<file path="src/rtl/data_cache.sv">
// data_cache
//   Direct-mapped, write-through, no-write-allocate data cache that sits between
//   a single-cycle core load/store port and a multi-cycle backing memory.
//   Each of the 2^INDEX_WIDTH lines holds one word, its tag and a valid bit.
//   Read hits respond one cycle after acceptance. Read misses refill the line
//   from memory. Every store is forwarded to memory, and a store that hits also
//   merges its enabled bytes into the cached word.
//
// Ports
//   CLK, RST          clock; asynchronous active-high reset
//   ReqValid/ReqReady core request handshake (accepted when both are high)
//   ReqWrite, A, WD   store flag, byte address, store data
//   WE0..WE3          store byte-lane enables (WE0 = bits [7:0])
//   RspValid, RD      one-cycle response pulse; load data (0 for stores)
//   MemReqValid/MemReady      memory request handshake
//   MemReqWrite, MemAddr, MemWD, MemBE   memory request fields
//   MemRspValid, MemRD        refill data returning from memory
module data_cache #(
    parameter int DATA_WIDTH    = 32,
    parameter int ADDRESS_WIDTH = 32,
    parameter int INDEX_WIDTH   = 3
) (
    input  logic                     CLK,
    input  logic                     RST,
    input  logic                     ReqValid,
    output logic                     ReqReady,
    input  logic                     ReqWrite,
    input  logic [ADDRESS_WIDTH-1:0] A,
    input  logic [DATA_WIDTH-1:0]    WD,
    input  logic                     WE0,
    input  logic                     WE1,
    input  logic                     WE2,
    input  logic                     WE3,
    output logic                     RspValid,
    output logic [DATA_WIDTH-1:0]    RD,
    output logic                     MemReqValid,
    input  logic                     MemReady,
    output logic                     MemReqWrite,
    output logic [ADDRESS_WIDTH-1:0] MemAddr,
    output logic [DATA_WIDTH-1:0]    MemWD,
    output logic [3:0]               MemBE,
    input  logic                     MemRspValid,
    input  logic [DATA_WIDTH-1:0]    MemRD
);

    localparam int LINES  = 1 << INDEX_WIDTH;
    localparam int TAG_W  = ADDRESS_WIDTH - INDEX_WIDTH - 2;
    localparam int LANE_W = DATA_WIDTH / 4;

    typedef enum logic [1:0] {
        S_IDLE,
        S_REFILL_REQ,
        S_REFILL_WAIT,
        S_WRITE_REQ
    } state_t;

    state_t                  r_state;
    logic [LINES-1:0]        r_valid;
    logic [TAG_W-1:0]        r_tag  [LINES];
    logic [DATA_WIDTH-1:0]   r_data [LINES];
    logic [INDEX_WIDTH-1:0]  r_idx;
    logic [TAG_W-1:0]        r_tag_q;

    logic [INDEX_WIDTH-1:0]  w_idx;
    logic [TAG_W-1:0]        w_tag;
    logic                    w_hit;
    logic                    w_accept;
    logic [3:0]              w_be;
    logic [ADDRESS_WIDTH-1:0] w_word_addr;
    logic [1:0]              w_unused_addr_lsb;

    // Replace only the byte lanes whose enable is set.
    function automatic logic [DATA_WIDTH-1:0] merge_bytes(
        input logic [DATA_WIDTH-1:0] old_word,
        input logic [DATA_WIDTH-1:0] new_word,
        input logic [3:0]            be
    );
        logic [DATA_WIDTH-1:0] result;
        result = old_word;
        for (int b = 0; b < 4; b++) begin
            if (be[b]) begin
                result[b*LANE_W +: LANE_W] = new_word[b*LANE_W +: LANE_W];
            end
        end
        return result;
    endfunction

    assign w_idx             = A[INDEX_WIDTH+1:2];
    assign w_tag             = A[ADDRESS_WIDTH-1:INDEX_WIDTH+2];
    assign w_hit             = r_valid[w_idx] && (r_tag[w_idx] == w_tag);
    assign w_be              = {WE3, WE2, WE1, WE0};
    assign w_word_addr       = {A[ADDRESS_WIDTH-1:2], 2'b00};
    assign w_unused_addr_lsb = A[1:0];

    // Held low while reset is asserted so nothing is accepted during reset.
    assign ReqReady = (r_state == S_IDLE) && !RST;
    assign w_accept = ReqValid && ReqReady;

    // Tag and data arrays carry no reset; the valid bits alone qualify them.
    // The two write sources are exclusive: acceptance happens only in IDLE.
    always_ff @(posedge CLK) begin
        if (w_accept && ReqWrite && w_hit) begin
            r_data[w_idx] <= merge_bytes(r_data[w_idx], WD, w_be);
        end else if ((r_state == S_REFILL_WAIT) && MemRspValid) begin
            r_data[r_idx] <= MemRD;
            r_tag[r_idx]  <= r_tag_q;
        end
    end

    always_ff @(posedge CLK or posedge RST) begin
        if (RST) begin
            r_state     <= S_IDLE;
            r_valid     <= '0;
            r_idx       <= '0;
            r_tag_q     <= '0;
            RspValid    <= 1'b0;
            RD          <= '0;
            MemReqValid <= 1'b0;
            MemReqWrite <= 1'b0;
            MemAddr     <= '0;
            MemWD       <= '0;
            MemBE       <= '0;
        end else begin
            RspValid <= 1'b0;
            case (r_state)
                S_IDLE: begin
                    if (w_accept) begin
                        r_idx   <= w_idx;
                        r_tag_q <= w_tag;
                        if (ReqWrite) begin
                            // Write-through: every store goes out, hit or miss.
                            MemReqValid <= 1'b1;
                            MemReqWrite <= 1'b1;
                            MemAddr     <= w_word_addr;
                            MemWD       <= WD;
                            MemBE       <= w_be;
                            r_state     <= S_WRITE_REQ;
                        end else if (w_hit) begin
                            RD       <= r_data[w_idx];
                            RspValid <= 1'b1;
                        end else begin
                            MemReqValid <= 1'b1;
                            MemReqWrite <= 1'b0;
                            MemAddr     <= w_word_addr;
                            r_state     <= S_REFILL_REQ;
                        end
                    end
                end
                S_REFILL_REQ: begin
                    if (MemReady) begin
                        MemReqValid <= 1'b0;
                        r_state     <= S_REFILL_WAIT;
                    end
                end
                S_REFILL_WAIT: begin
                    if (MemRspValid) begin
                        r_valid[r_idx] <= 1'b1;
                        RD             <= MemRD;
                        RspValid       <= 1'b1;
                        r_state        <= S_IDLE;
                    end
                end
                S_WRITE_REQ: begin
                    if (MemReady) begin
                        MemReqValid <= 1'b0;
                        MemReqWrite <= 1'b0;
                        RD          <= '0;
                        RspValid    <= 1'b1;
                        r_state     <= S_IDLE;
                    end
                end
                default: r_state <= S_IDLE;
            endcase
        end
    end

endmodule

</file>
<file path="config.mk">
export PLATFORM = sky130hd
export DESIGN_NAME = data_cache
export DESIGN_NICKNAME = d
export VERILOG_FILES = /design/src/rtl/data_cache.sv
export SDC_FILE = /design/constraint.sdc
export NUM_CORES = 1
export LEC_CHECK = 0
export CAP_MARGIN = 20
export CORE_UTILIZATION = 55
export DETAILED_ROUTE_END_ITERATION = 12
export PLACE_DENSITY_LB_ADDON = 0.05
export REMOVE_ABC_BUFFERS = 1
export SLEW_MARGIN = 30
export SYNTH_ARGS = -nofsm -noshare
export SYNTH_HDL_FRONTEND = slang
export SYNTH_SLANG_ARGS = --single-unit
</file>
<file path="constraint.sdc">
create_clock -name CLK -period 12 [get_ports CLK]
set_input_delay 2.4 -clock CLK [delete_from_list [all_inputs] [get_ports CLK]]
set_output_delay 2.4 -clock CLK [all_outputs]
set_load 0.02 [all_outputs]
</file>
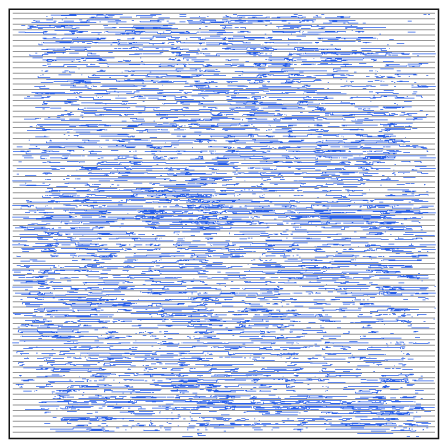
run_1/m1.png
Drawn at 2 px/µm. Supply wires on this layer in gray.
share of all routed wire = 45%
main direction = horizontal
wire length on this layer = 23.2 mm

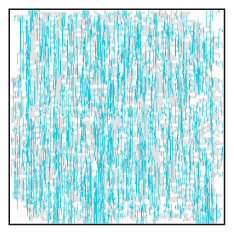
run_1/m2.png
Drawn at 1 px/µm.
wire length on this layer = 25.1 mm
main direction = vertical

==> summary.txt, run 1 <==
TritonCTS Sinks = 613
Cell count after synthesis = 1345
Hold Crit Depth = 1
First-pass GRT wire length = 78.99 mm
Ys cells = 1345
Adder Area Share = 0%
Final period utilization = 58.17%
Yosys synthesis chip area = 0.02468 mm²
Final setup viols = 0
Final non-filler cell total = 2212
Antenna-violating nets left = 0
CTS tree = done
DR WL/cell = 23.55 µm
Post-CTS sizing = 0
# fillers = 3012
MI comb cells = 650
Seq/Total Area, Yosys = 71.72%
Final Core Density = 66.41%
Placed Area = 0.02738 mm²
Routability cong. = 0.7206
Buffers on Ports = 205
Log Warnings = 27
Async SR Flop Fraction = 23.00%
Critical path, cell by cell = buf_6 > buf_4 > nor2b_1 > a22oi_1 > a21oi_1 > o2111ai_1 > or4_1 > and4bb_4 > a32oi_1 > nor2_2 > buf_4
Period minus WS final = 6.980 ns
Die X = 213.8 µm
Area Growth Syn to Fin = 18.98%
Post-synth top flop = edfxtp_1
Status = finished clean
Nets = 1673
Synth flops = 613
Drt first-iter violations = 1090
WHS = 0.4654 ns
CP peak stage delay = 0.82 ns
Yosys cell types = 48
Post-synth EDFFs = 472
Synth mux share = 19.09%
Total iterations of the first detailed-routing run = 5
Data required time of the worst path = 12.26 ns
Crit path max-delay family = simple AND/OR/NAND/NOR gates
N_taps = 592
Register Area = 0.01770 mm²
Core Area = 0.04422 mm²
Crit-path max FO = 48
Top cell excl fill/tap = edfxtp_1
Pwr dens = 213.8 mW/mm²
Hold EP = r_valid[5]
Comb/total area = 22.62%
Peak VDD IR = 0.1239 mV
Die height = 213.8 µm
Total CTS buffers = 61
Max Cap Violations = 0
Setup crit end = r_data[7][12]
Vias in the first global route = 13050
Mapped cell area = 0.02468 mm²
Final Max Slew Viols = 0
Syn. warnings = 0
DR DRC count = 0
Most common logic cells in the final layout = 472 x edfxtp_1, 202 x clkdlybuf4s50_1, 141 x dfrtp_1, 109 x nand2_1, 95 x mux2_2
Actual slew at the worst max-slew pin = 0.9841 ns
Comb area leader = multiplexers
Ant diodes = 0
CP bufs+invs = 3
Signal inverters = 9
CP most frequent cell = buf_4
Worst slew margin = 34.39%
Setup WS pre-CTS = 4.241 ns
Sequential cell area share = 60.28%
Reg clk slew, reported paths = 0.06 ns
Leading cell kind = sequential cells
WP depth = 11
I/O pin cnt = 210
GRT Residual Overflow = 0
Critical Path Start = A[2]
CTS HTree Levels = 2
Buffers, non-clock = 232
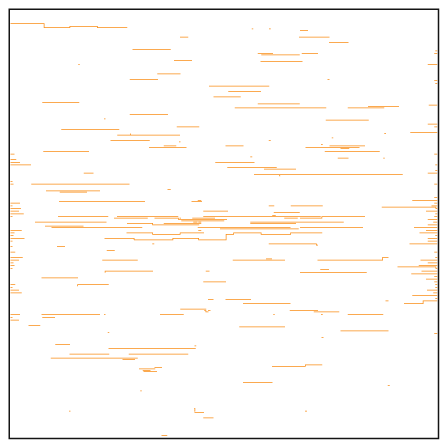
run_1/m3.png
Drawn at 2 px/µm.
wire length on this layer = 2710 µm
longest straight run = 74.1 µm
share of all routed wire = 5.2%
Via Count: 12920
met3 Use GR: 3.222%
final WL: 52.10 mm

-- run 1: cells in the mapped netlist (2+ instances only) --
master / n / area share (%)
edfxtp_1: 472 / 57
dfrtp_1: 141 / 14
nand2_1: 109 / 1.7
mux2_2: 95 / 4.3
mux2i_1: 87 / 3.5
mux4_2: 85 / 7.8
nor2_1: 46 / 0.70
clkbuf_1: 33 / 0.50
a21oi_1: 32 / 0.65
mux2_4: 29 / 1.8
a22o_1: 27 / 0.96
o21ai_0: 19 / 0.39
buf_2: 17 / 0.34
mux4_1: 16 / 1.7
a22oi_1: 14 / 0.43
xor2_1: 13 / 0.46
buf_1: 11 / 0.17
buf_6: 9 / 0.41
nor3_1: 8 / 0.16
or2_2: 8 / 0.20
xnor2_1: 8 / 0.28
a21o_1: 6 / 0.18
a31oi_1: 6 / 0.15
inv_1: 6 / 0.091
nand3_1: 6 / 0.12
o211a_1: 6 / 0.24
and3_1: 4 / 0.10
buf_4: 4 / 0.12
nor2b_1: 3 / 0.076
nor4_1: 3 / 0.076
and4_1: 2 / 0.071
clkinv_1: 2 / 0.030
nand2b_1: 2 / 0.051
o211ai_1: 2 / 0.061
-- run 1: registers in the layout (all words and copies together) (netlist names), 2 cells and up --
name,cells
MemBE,4
r_tag_q,27
MemWD,32
r_valid,8
r_state,2
MemAddr,30
RD,32
r_data,256
r_tag,216
r_idx,3
-- run 1: layer usage --
layer	track usage, %	vias to the layer above	part of all wire [%]
li1	-	5734	-
met1	34.57	6768	45
met2	37.63	353	48
met3	3.222	68	5.2
met4	6.626	0	2.0
met5	0	-	0
-- run 1: power by group --
group	total, mW	internal [mW]	leakage, nW	switching (mW)
Combinational	1.39	0.685	3.78	0.705
Clock	1.87	1.10	0.954	0.776
Sequential	3.02	2.79	5.95	0.232
--- run 2 (diff from run 1) ---
==> constraint.sdc (replaced) <==
create_clock -name CLK -period 6.6 [get_ports CLK]
set_input_delay 1.32 -clock CLK [delete_from_list [all_inputs] [get_ports CLK]]
set_output_delay 1.32 -clock CLK [all_outputs]
set_load 0.02 [all_outputs]
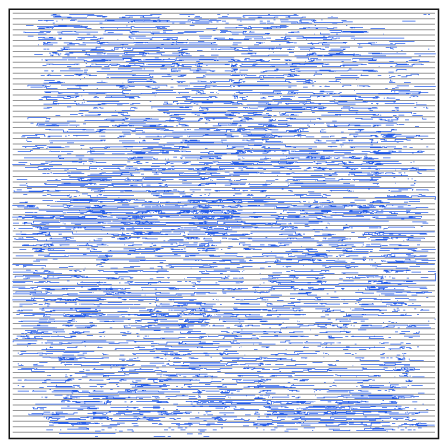
run_2/m1.png
Drawn at 2 px/µm. Supply wires on this layer in gray.
longest straight run = 89.7 µm
wire length on this layer = 23.5 mm
nets with wire on the layer = 1559

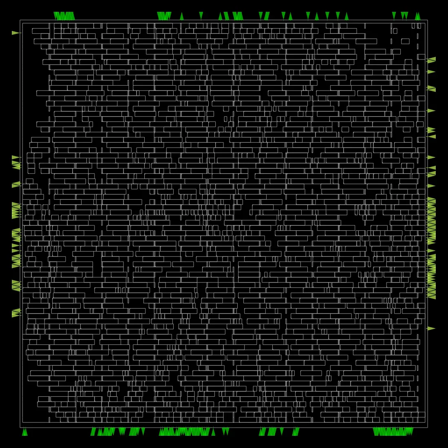
run_2/placed.png
sequential cell area share: 60.43%
n_taps: 592
final non-filler cell total: 2218

==> summary.txt, run 2 <==
Met1 usage = 34.63% (was 34.57%)
Reg clk slew, reported paths = 0.06 ns (about the same)
Seq/Total Area, Yosys = 71.72% (unchanged)
Synth mux share = 19.09% (unchanged)
Mapped cell area = 0.02468 mm² (unchanged)
Area Growth Syn to Fin = 18.69% (was 18.98%)
Total CTS buffers = 61 (unchanged)
Cell count after synthesis = 1345 (unchanged)
Drt first-iter violations = 1028 (was 1090)
Peak VDD IR = 0.2485 mV (was 0.1239 mV)
Worst slew margin = 36.20% (was 34.39%)
Max Cap Violations = 0 (unchanged)
Met2 wire length = 25.65 mm (was 25.11 mm)
Actual slew at the worst max-slew pin = 0.9569 ns (was 0.9841 ns)
Most common logic cells in the final layout = 472 x edfxtp_1, 202 x clkdlybuf4s50_1, 141 x dfrtp_1, 109 x nand2_1, 95 x mux2_2 (unchanged)
TritonCTS Sinks = 613 (unchanged)
Final Max Slew Viols = 0 (unchanged)
Total iterations of the first detailed-routing run = 5 (unchanged)
Log Warnings = 27 (unchanged)
Post-synth EDFFs = 472 (unchanged)
Ys cells = 1345 (unchanged)
Crit-path max FO = 38 (was 48)
CTS tree = done (unchanged)
Count leader, synth = edfxtp_1 (unchanged)
CTS HTree Levels = 2 (unchanged)
HPWL Detailed = 29.56 mm (was 29.32 mm)
Data required time of the worst path = 6.84 ns (was 12.26 ns)
Top cell excl fill/tap = edfxtp_1 (unchanged)
Final period utilization = 72.64%
Ant diodes = 0 (unchanged)
Via Count = 12920 (about the same)
Status = finished clean (unchanged)
I/O pin cnt = 210 (unchanged)
Yosys cell types = 48 (unchanged)
Largest type area fraction = 57.43% (unchanged)
First-pass GRT wire length = 79.45 mm (was 78.99 mm)
DR DRC count = 0 (unchanged)
Post-CTS sizing = 0 (unchanged)
Post-synth top flop = edfxtp_1 (unchanged)
M1 WL = 23.48 mm (was 23.21 mm)
Syn. warnings = 0 (unchanged)
Biggest regs = r_data x256, r_tag x216 (unchanged)
Max layer used = met4 (unchanged)
Routability cong. = 0.7111 (was 0.7206)
Antenna-violating nets left = 0 (unchanged)
Max FFs per register = 256 (unchanged)
Core Area = 0.04422 mm² (unchanged)
DR WL/cell = 23.77 µm (was 23.55 µm)
Cell taking the most area after synthesis = edfxtp_1 (unchanged)
Met2 GRT Util = 38.54% (was 37.63%)
Final setup viols = 0 (unchanged)
GRT Residual Overflow = 0 (unchanged)
Final Core Density = 66.24% (was 66.41%)
Period minus WS final = 4.794 ns
WHS = 0.4680 ns (was 0.4654 ns)
# fillers = 3030 (was 3012)
Top reg by flops = r_data (unchanged)
Yosys synthesis chip area = 0.02468 mm² (unchanged)
Async SR Flop Fraction = 23.00% (unchanged)
Met3 Use GR = 2.914% (was 3.222%)
Vias in the first global route = 13040 (was 13050)
Met3 WL = 2.647 mm (was 2.709 mm)
Buffers on Ports = 205 (unchanged)
Die height = 213.8 µm (unchanged)
Main area contributors = edfxtp_1 57%, dfrtp_1 14%, mux4_2 7.8% (unchanged)
Die X = 213.8 µm (unchanged)
[run 2: cell counts after synthesis]
No cell type changed its count.
[run 2: worst max-delay path, stage by stage]
cell and delay, ns:
buf_6 0.35, buf_4 0.69, nor2_1 0.15, a22oi_1 0.25, and4_1 0.23, o211ai_1 0.14, nor4_1 0.53, and4bb_4 0.40
a32oi_1 0.25, nor2_2 0.17, buf_4 0.50
[run 2: layout make-up]
type                    instances  area [µm²]  area share [%]
clock buffers                  98        1748           5.967
clock inverters                18       106.4          0.3631
flip-flops and latches        613       17700           60.43
inverters                       9       42.54          0.1452
repair buffers                238        2310           7.885
multi-input cells             650        6644           22.68
well taps                     592       740.7           2.529
[run 2: worst paths after layout]
kind	cells past startpoint	to	from	slack [ns]
setup / recovery	11	r_data[5][15]	A[2]	1.81
setup reg to reg	9	r_data[5][15]	r_tag[4][19]	2.98
hold reg to reg	1	r_valid[1]	r_valid[1]	0.47
hold / removal	1	r_valid[1]	r_valid[1]	0.47
max in group asynchronous	3	r_idx[2]	RST	4.14
min in group asynchronous	2	MemWD[30]	RST	1.28
[run 2: cell families after synthesis]
kind of cell | count (synthesis)
compound gates | 119
xor+xnor | 21
buf+inv | 83
flops | 613
mux | 312
other cells | 1
simple gates | 196
[run 2: report_power, final]
part,switching (mW),leakage [nW],internal (mW)
clock network,1.39,0.900,1.84
registers,0.415,5.95,5.07
logic,1.29,3.81,1.25
total,3.09,10.7,8.16
[run 2: per-stage QoR]
step	area [µm²]	setup slack, ns	cells	power, mW
2_1_floorplan	24300	0.4808	1272	6.891
5_1_grt	29290	1.509	2218	11.72
4_1_cts	29290	1.749	2218	11.35
6_report	29290	1.806	2218	11.25
3_3_place_gp	27430	1.189	2102	8.030
3_5_place_dp	27430	1.098	2102	8.118
No activity file was given, so power comes from the tool's default toggle rates.
